**Met2 routing**

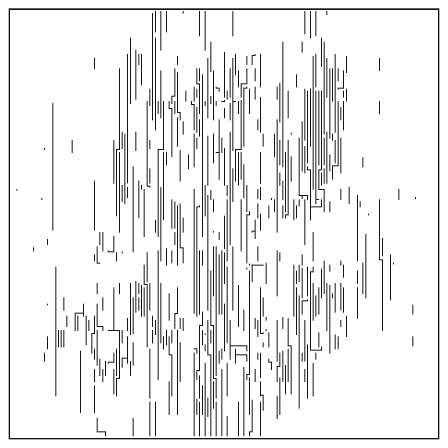
**Clock nets**

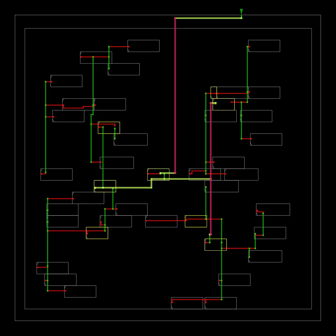
Design delta_decoder_flat, sky130hd; sources not shown.
==> impl_metrics.json <==
{
  "hpwl_mm": 3.323,
  "die_y_um": 71.12,
  "dp_slack_ps": -621.9,
  "nWellTaps": 52,
  "relSlewSlack": 0.8532,
  "drv_cap": 0,
  "inverters": 48,
  "comb_power_share": 0.167,
  "end_kind": "output port",
  "tritoncts": "yes",
  "maxPowerGroup": "sequential cells",
  "top_cell_area_share": 0.3889,
  "internal_power_w": 0.001445,
  "clkLatencyLatePin_ps": 280,
  "p_sw_frac": 0.2492,
  "p_comb_w": 0.000321,
  "synth_xor_xnor_area_share": 0.01458,
  "core_mm2": 0.004354,
  "fillers": 382,
  "avgRoutedWirePerCell_um": 11.57,
  "critical_path_peak_fanout": 3,
  "async_flop_share": 0,
  "holdWs_ps": 433.6,
  "seq_share": 0.2688,
  "r2r_setup_slack_ps": 140,
  "crit_cells": 2,
  "power_frac_seq": 0.473,
  "num-nonclk-buffers": 69,
  "netlist_area_mm2": 0.001802,
  "p_leak_nw": 1.262,
  "grt_pass1_vias": 1757,
  "simple_gate_share": 0.2708,
  "ys_types": 22,
  "r2r_cells": 11,
  "crit_chain": "buf_4 -> dlygate4sd2_1",
  "p_total_w": 0.001925,
  "comb_share": 0.3856,
  "ys_ff": 35,
  "finalSetupTns_ps": 0,
  "yosys_warnings": 0,
  "cts-root-buf": "clkbuf_8",
  "path_clk_slew_ps": 70,
  "avgSynthCellArea_um2": 6.851,
  "pg_seq_w": 0.000910,
  "compound_area_frac": 0.1458,
  "clkPwrFrac": 0.360,
  "grt_max_degree": 15,
  "cts_buffers": 5,
  "outcome": "finished clean",
  "fp_nets": 285,
  "area_growth_pct": 46.25,
  "holdPathStages": 1,
  "largest_area_cell": "dfxtp_1",
  "fmax_mhz": 658.7,
  "ys_sh_mux": 0,
  "drive_above_1_share": 0.2119,
  "crit_path_top_delay_cell": "dfxtp_2",
  "setup_viol": 0,
  "drt_drc_violations_left": 0,
  "h-tree-depth": 2,
  "rsz0062_at_grt": "yes",
  "wl_met2_mm": 2.204,
  "grt_overflow_total": 0
}
Back to the opening pictures, 'met2 routing':
- longest straight run: 26.9 µm
- main direction: vertical
- nets with wire on the layer: 287
WL final: 4.476 mm
Vias: 1883
M2 GR Usage: 0.3146

Back to the opening pictures, 'clock nets':
Clock group: 0.000694 W
worst clock skew: 5.743 ps
clock buffer count: 8

Power figures rest on the tool's default switching activity, not on a simulated workload.
